File: config.mk
export PLATFORM = sky130hd
export DESIGN_NAME = uart_result_framer
export DESIGN_NICKNAME = d
export VERILOG_FILES = /design/src/rtl/uart_result_framer.sv
export SDC_FILE = /design/constraint.sdc
export NUM_CORES = 1
export LEC_CHECK = 0
export CORE_ASPECT_RATIO = 1.25
export CORE_MARGIN = 10
export CORE_UTILIZATION = 46
export DETAILED_ROUTE_END_ITERATION = 8
export PLACE_DENSITY = 0.79
export RECOVER_POWER = 50
export SYNTH_ARGS = -nofsm -noshare
export SYNTH_HDL_FRONTEND = slang
export SYNTH_SLANG_ARGS = --single-unit
export TNS_END_PERCENT = 30
File: constraint.sdc
create_clock -name clk -period 5.58 [get_ports clk]
set_input_delay 0.837 -clock clk [delete_from_list [all_inputs] [get_ports clk]]
set_output_delay 0.837 -clock clk [all_outputs]
set_load 0.02 [all_outputs]
File: src/rtl/uart_result_framer.sv
// Round-robin result-word serializer: captures one channel's word at a time and
// streams it LSB-first to a UART, optionally framed with sync/ID/XOR-checksum bytes.
module uart_result_framer #(
  parameter int          RESULT_BYTES = 12,
  parameter int          NUM_CH       = 2,
  parameter int          FRAMING      = 1,
  parameter logic [7:0]  SYNC_BYTE    = 8'hA5
) (
  input  logic                                clk,
  input  logic                                rst,
  input  logic [NUM_CH*RESULT_BYTES*8-1:0]    ch_results,
  input  logic [NUM_CH-1:0]                   ch_valid,
  output logic [NUM_CH-1:0]                   ch_ready,
  input  logic                                rdy_out,
  output logic                                output_valid,
  output logic [7:0]                          data_out,
  output logic                                busy,
  output logic [2:0]                          dbg_state
);
  localparam int WW  = RESULT_BYTES * 8;
  localparam int CHW = (NUM_CH > 1) ? $clog2(NUM_CH) : 1;
  localparam int BCW = (RESULT_BYTES > 1) ? $clog2(RESULT_BYTES) : 1;

  // Handshakes: a channel word moves on an edge with ch_valid[k] && ch_ready[k];
  // a byte moves on an edge with output_valid && rdy_out.
  typedef enum logic [2:0] {S_IDLE, S_SYNC, S_ID, S_PAYLOAD, S_CKSUM} state_t;

  state_t           state_q, state_d;
  logic [WW-1:0]    shreg_q, shreg_d;
  logic [CHW-1:0]   cur_ch_q, cur_ch_d;
  logic [BCW-1:0]   byte_cnt_q, byte_cnt_d;
  logic [7:0]       cksum_q, cksum_d;
  logic [CHW-1:0]   rr_ptr_q, rr_ptr_d;
  logic             output_valid_q, output_valid_d;
  logic [7:0]       data_out_q, data_out_d;

  logic [CHW-1:0]   grant;
  logic             grant_vld;
  logic [WW-1:0]    grant_word;
  logic [CHW:0]     scan_idx;
  logic [CHW:0]     rr_inc;
  logic [CHW-1:0]   next_rr;
  logic             accept;
  logic             last_payload;

  function automatic logic [7:0] zext8(input logic [CHW-1:0] v);
    logic [7:0] r;
    r = '0;
    r[CHW-1:0] = v;
    return r;
  endfunction

  // First valid channel scanning upward from rr_ptr, wrapping at NUM_CH.
  always_comb begin
    grant     = '0;
    grant_vld = 1'b0;
    scan_idx  = '0;
    for (int i = 0; i < NUM_CH; i++) begin
      scan_idx = {1'b0, rr_ptr_q} + (CHW+1)'(i);
      if (scan_idx >= (CHW+1)'(NUM_CH)) scan_idx = scan_idx - (CHW+1)'(NUM_CH);
      for (int k = 0; k < NUM_CH; k++) begin
        if (!grant_vld && ch_valid[k] && (scan_idx[CHW-1:0] == CHW'(k))) begin
          grant     = CHW'(k);
          grant_vld = 1'b1;
        end
      end
    end
  end

  always_comb begin
    grant_word = '0;
    ch_ready   = '0;
    for (int k = 0; k < NUM_CH; k++) begin
      if (grant == CHW'(k)) grant_word = ch_results[k*WW +: WW];
      ch_ready[k] = (state_q == S_IDLE) && !rst && grant_vld && (grant == CHW'(k));
    end
  end

  always_comb begin
    rr_inc  = {1'b0, cur_ch_q} + (CHW+1)'(1);
    next_rr = (rr_inc == (CHW+1)'(NUM_CH)) ? '0 : rr_inc[CHW-1:0];
  end

  assign accept       = output_valid_q && rdy_out;
  assign last_payload = (byte_cnt_q == BCW'(RESULT_BYTES - 1));

  always_ff @(posedge clk or posedge rst) begin
    if (rst) begin
      state_q        <= S_IDLE;
      shreg_q        <= '0;
      cur_ch_q       <= '0;
      byte_cnt_q     <= '0;
      cksum_q        <= '0;
      rr_ptr_q       <= '0;
      output_valid_q <= 1'b0;
      data_out_q     <= 8'h00;
    end else begin
      state_q        <= state_d;
      shreg_q        <= shreg_d;
      cur_ch_q       <= cur_ch_d;
      byte_cnt_q     <= byte_cnt_d;
      cksum_q        <= cksum_d;
      rr_ptr_q       <= rr_ptr_d;
      output_valid_q <= output_valid_d;
      data_out_q     <= data_out_d;
    end
  end

  always_comb begin
    state_d    = state_q;
    shreg_d    = shreg_q;
    cur_ch_d   = cur_ch_q;
    byte_cnt_d = byte_cnt_q;
    cksum_d    = cksum_q;
    rr_ptr_d   = rr_ptr_q;
    case (state_q)
      S_IDLE: begin
        if (grant_vld) begin
          shreg_d    = grant_word;
          cur_ch_d   = grant;
          byte_cnt_d = '0;
          cksum_d    = zext8(grant);
          state_d    = (FRAMING != 0) ? S_SYNC : S_PAYLOAD;
        end
      end
      S_SYNC:    if (accept) state_d = S_ID;
      S_ID:      if (accept) state_d = S_PAYLOAD;
      S_PAYLOAD: begin
        if (accept) begin
          shreg_d    = shreg_q >> 8;
          cksum_d    = cksum_q ^ shreg_q[7:0];
          byte_cnt_d = byte_cnt_q + 1'b1;
          if (last_payload) begin
            if (FRAMING != 0) begin
              state_d = S_CKSUM;
            end else begin
              state_d  = S_IDLE;
              rr_ptr_d = next_rr;
            end
          end
        end
      end
      S_CKSUM: begin
        if (accept) begin
          state_d  = S_IDLE;
          rr_ptr_d = next_rr;
        end
      end
      default: state_d = S_IDLE;
    endcase
  end

  // Outputs are registered from the next-state view, so a held byte stays put
  // until accepted and the following byte appears on the cycle after the accept.
  always_comb begin
    output_valid_d = 1'b1;
    data_out_d     = 8'h00;
    case (state_d)
      S_SYNC:    data_out_d = SYNC_BYTE;
      S_ID:      data_out_d = zext8(cur_ch_d);
      S_PAYLOAD: data_out_d = shreg_d[7:0];
      S_CKSUM:   data_out_d = cksum_d;
      default:   output_valid_d = 1'b0;
    endcase
  end

  assign output_valid = output_valid_q;
  assign data_out     = data_out_q;
  assign busy         = (state_q != S_IDLE);
  assign dbg_state    = state_q;
endmodule

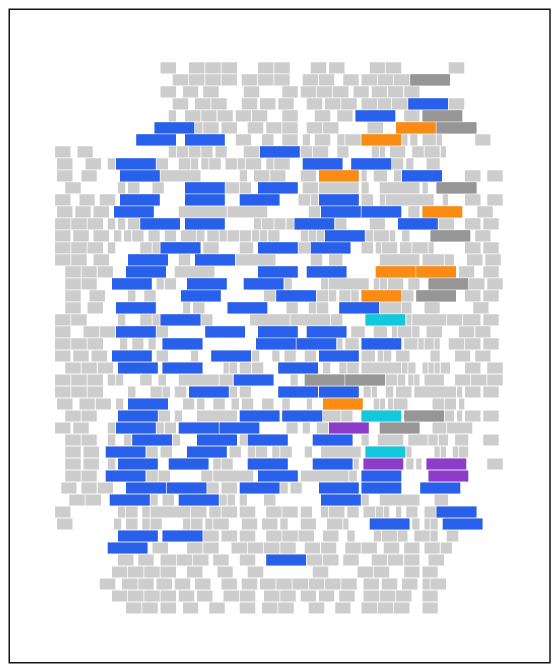
**Above:** sequential cells grouped by signal name.
Other sequential cells in the stronger gray, the rest of the logic in the fainter gray.
| netlist name | color | placed flops |
|---|---|---|
| shreg_q | blue | 96 |
| byte_cnt_q | purple | 4 |
| cksum_q | orange | 8 |
| dbg_state | cyan | 3 |
flop share of the area: 0.348
fin util: 0.690

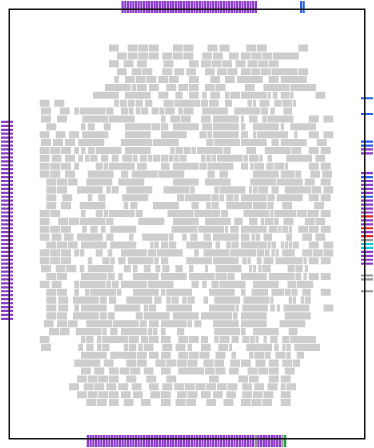
**Above:** pin map.
Pins as bars across the die edge, other pins in gray.
| port | color | pins | direction | edge |
|---|---|---|---|---|
| ch_valid | cyan | 2 | input | east |
| ch_results | purple | 192 | input | 72 south, 51 north, 51 west, 18 east |
| clk | green | 1 | input | south |
| dbg_state | red | 3 | output | east |
| data_out | blue | 8 | output | 6 east, 2 north |
all pins by edge: 75 south, 53 north, 51 west, 33 east

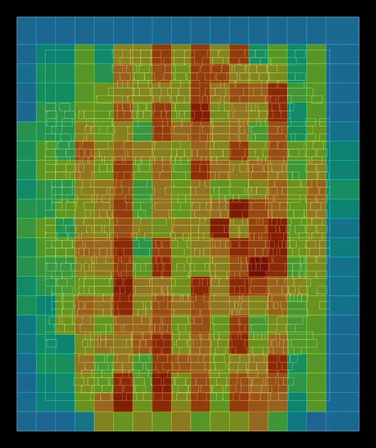
**Above:** routing congestion map.
WL per Instance: 19.7 um
GRT busiest layer: met2
GRT Util Overall: 0.200

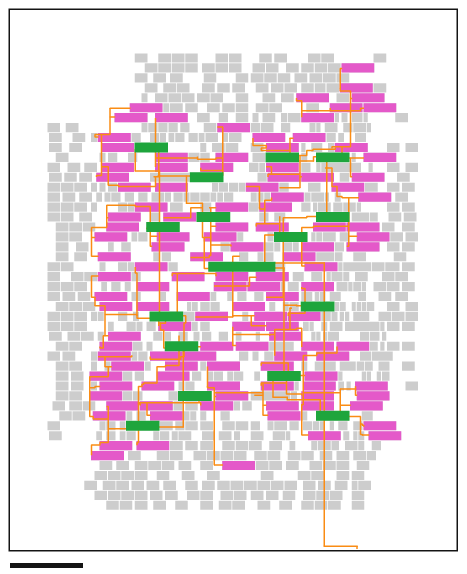
**Above:** clock distribution.
The bar under the picture is 20 um long.
[flip-flops] magenta | count: 122
[clock-net drivers] green | count: 17
[clock wires] orange | length: 1420 um
routed clock nets: 18
Latency at later pin: 0.41 ns
clock network power share: 0.304
clk pwr: 1.10 mW
Fin Clk Skew: 0.00756 ns

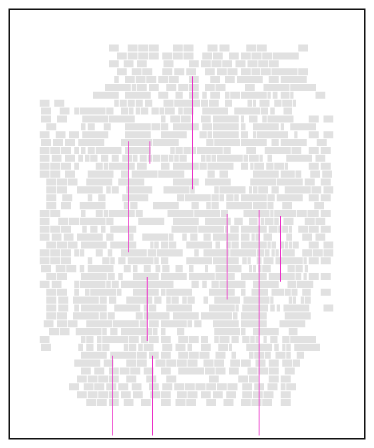
**Above:** M4 wires.
main direction: vertical
nets with wire on the layer: 6
wire length on this layer: 290 um
share of all routed wire: 1.6%
longest straight run: 77.5 um

[cell usage after synthesis, types with 5 or more instances]
cell type | instances | area (um2)
a22oi_1 | 87 | 653
inv_1 | 5 | 18.8
nand2_1 | 28 | 105
mux2i_1 | 100 | 1000
o21ai_0 | 91 | 455
nor2_1 | 10 | 37.5
o21ai_1 | 8 | 40.0
clkbuf_1 | 25 | 93.8
buf_2 | 17 | 85.1
dfrtp_1 | 122 | 3050
a22o_1 | 5 | 43.8
[sequential cells by signal, summed over array words and instances, names as in the netlist]
| signal | count |
|---|---|
| shreg_q | 96 |
| cksum_q | 8 |
| data_out | 8 |
| byte_cnt_q | 4 |
| dbg_state | 3 |
| cur_ch_q | 1 |
| output_valid | 1 |
| rr_ptr_q | 1 |
==> impl_metrics.tcl <==
# collected from the flow reports
set metrics [dict create \
    status "complete, but fails checks" \
    violations "max-capacitance violations, max-slew violations" \
    first_global_vias 5397 \
    yosysUniqueCellTypes 43 \
    max-vdd-ir-drop_mv 0.212 \
    critPathLaunchType "input pin" \
    rsz0062_at_grt "no" \
    crit_chain "dlygate4sd3_1 > inv_4 > and3_1 > clkdlybuf4s50_1" \
    wl_met3_um 1020 \
    warnings 28 \
    final_nets 932 \
    power.group.top "sequential cells" \
    cp-end-kind "output pin" \
    dp.final_hpwl_um 13300 \
    io_buffers 211 \
    drt_iter0_drc 460 \
    antenna_found_initial 0 \
    cp-startpoint "rst" \
    sh_comb_area 0.311 \
    pg_comb_mw 1.13 \
    fp_util 0.472 \
    ioPinCount 212 \
    final_common_cell "clkdlybuf4s50_1" \
    pwr-share-comb 0.314 \
    place.gp.congestion 0.898 \
    postCtsHoldBufs 0 \
    grt_pass1_wl_um 28700 \
    wl_met2_um 9770 \
    numCtsBuffers 17 \
    n_all_buffers 217 \
    seqPwrFrac 0.383 \
    async_reset_ff_frac 1.00 \
    finalClockPeriodUsage 0.635 \
    chipWidth_um 122 \
    drt_first_pass_iters 5 \
    crit_cells 4 \
    comb_cells 370 \
    hold_start "cksum_q[4]$_DFF_PP0_" \
    area_growth_pct 46.0 \
    ys_seq_share 0.508 \
    postCtsSetupBuffers 0 \
    syn_area_per_cell_um2 11.0 \
    relSlewSlack -0.234 \
    path_clk_slew_ns 0.06 \
    path_max_fanout 46 \
    ant_nets 0 \
    crit_buf_inv 3 \
    grt_overflow 0 \
    die-area_mm2 0.0181 \
    slew_violations 79 \
    fa_ha_area_frac 0.00208 \
    xor_share 0.00583 \
    dp.cells 883 \
    fin_setup_tns_ns 0 \
    logic_family "AND-OR/OR-AND gates" \
    fp.dieH_um 148 \
    placement_rows 46 \
    slowest_stage "clkdlybuf4s50_1" \
    cts_root_buf "clkbuf_16" \
    worstMarginPinSlew_ns 1.85 \
    comb_area_mm2 0.00273 \
    simple_gate_area_frac 0.0421 \
    seq-power_mw 1.38 \
    fillers 932 \
    critPathCapture "ch_ready[0]" \
    dpl_cell_area_mm2 0.00817 \
    cp_top_family "buffers and inverters" \
    final-hold-violation-count 0 \
    ctsResizeCount 0 \
    clkCellAreaFrac 0.0688 \
    ff_count 122 \
    p_leak_nw 4.06 \
    seqCellArea_mm2 0.00305 \
    use_met3 0.0450 \
    wirelength_um 18000 \
    final_cell_mix "clkdlybuf4s50_1 (198), dfrtp_1 (122), mux2i_1 (100), o21ai_0 (91), a22oi_1 (87)" \
    core_area_mm2 0.0127 \
    dp_slack_ns 2.11 \
    ys_sh_aoi 0.224 \
    ys_sh_mux 0.175 \
    synth_nets 745 \
    top_area_cell_class "sequential cells" \
    h-tree-depth 4 \
    power_mw 3.61 \
    yosysWarnings 0 \
    ys.flop_type "dfrtp_1" \
    critPathMaxStageDelay_ns 0.60 \
    drc 0 \
    yosys_area_mm2 0.00601 \
    hold_end "cksum_q[4]$_DFF_PP0_" \
    hold_slack_ns 0.478 \
    cts_tree "built" \
    setup_slack_ns 2.04 \
    drive_above_1_share 0.0710 \
    cts_buffer_depth 2 \
    instances_no_fill 915 \
    timing.critical_path.arrival_ns 2.71 \
    met2_usage 0.354 \
    setup_viol 0 \
    switching_share 0.340 \
    edf_count 0 \
    vias 5168 \
    cts_sinks 122 \
    hold_class "reg -> reg" \
    netlist_area_mm2 0.00601 \
    design_area_mm2 0.00877 \
    r2r_setup_slack_ns 2.90 \
    buf_share 0.246 \
    taps 168 \
    power.switching_mw 1.23 \
    r2r-end "data_out[7]$_DFF_PP0_" \
    min_path_cells 1 \
    drt-met1-wl_um 6970 \
    synth_cells 547 \
    reg2regPathDepth 5 \
    numSynthFlops 122 \
    grt_max_degree 108 \
    max_freq_ghz 0.282 \
    required_ns 4.74 \
    diodes 0 \
    top_layer "met4" \
    viasPerCell 5.65 \
    grt_util_met1 0.229 \
    p_per_area_mw_per_mm2 412 \
    yosys_cells 547 \
    fin_crit_ns 3.54 \
    cap_violations 1 \
    p_int_mw 2.38 \
    crit_type "in -> out" \
]
Power figures rest on the tool's default switching activity, not on a simulated workload.
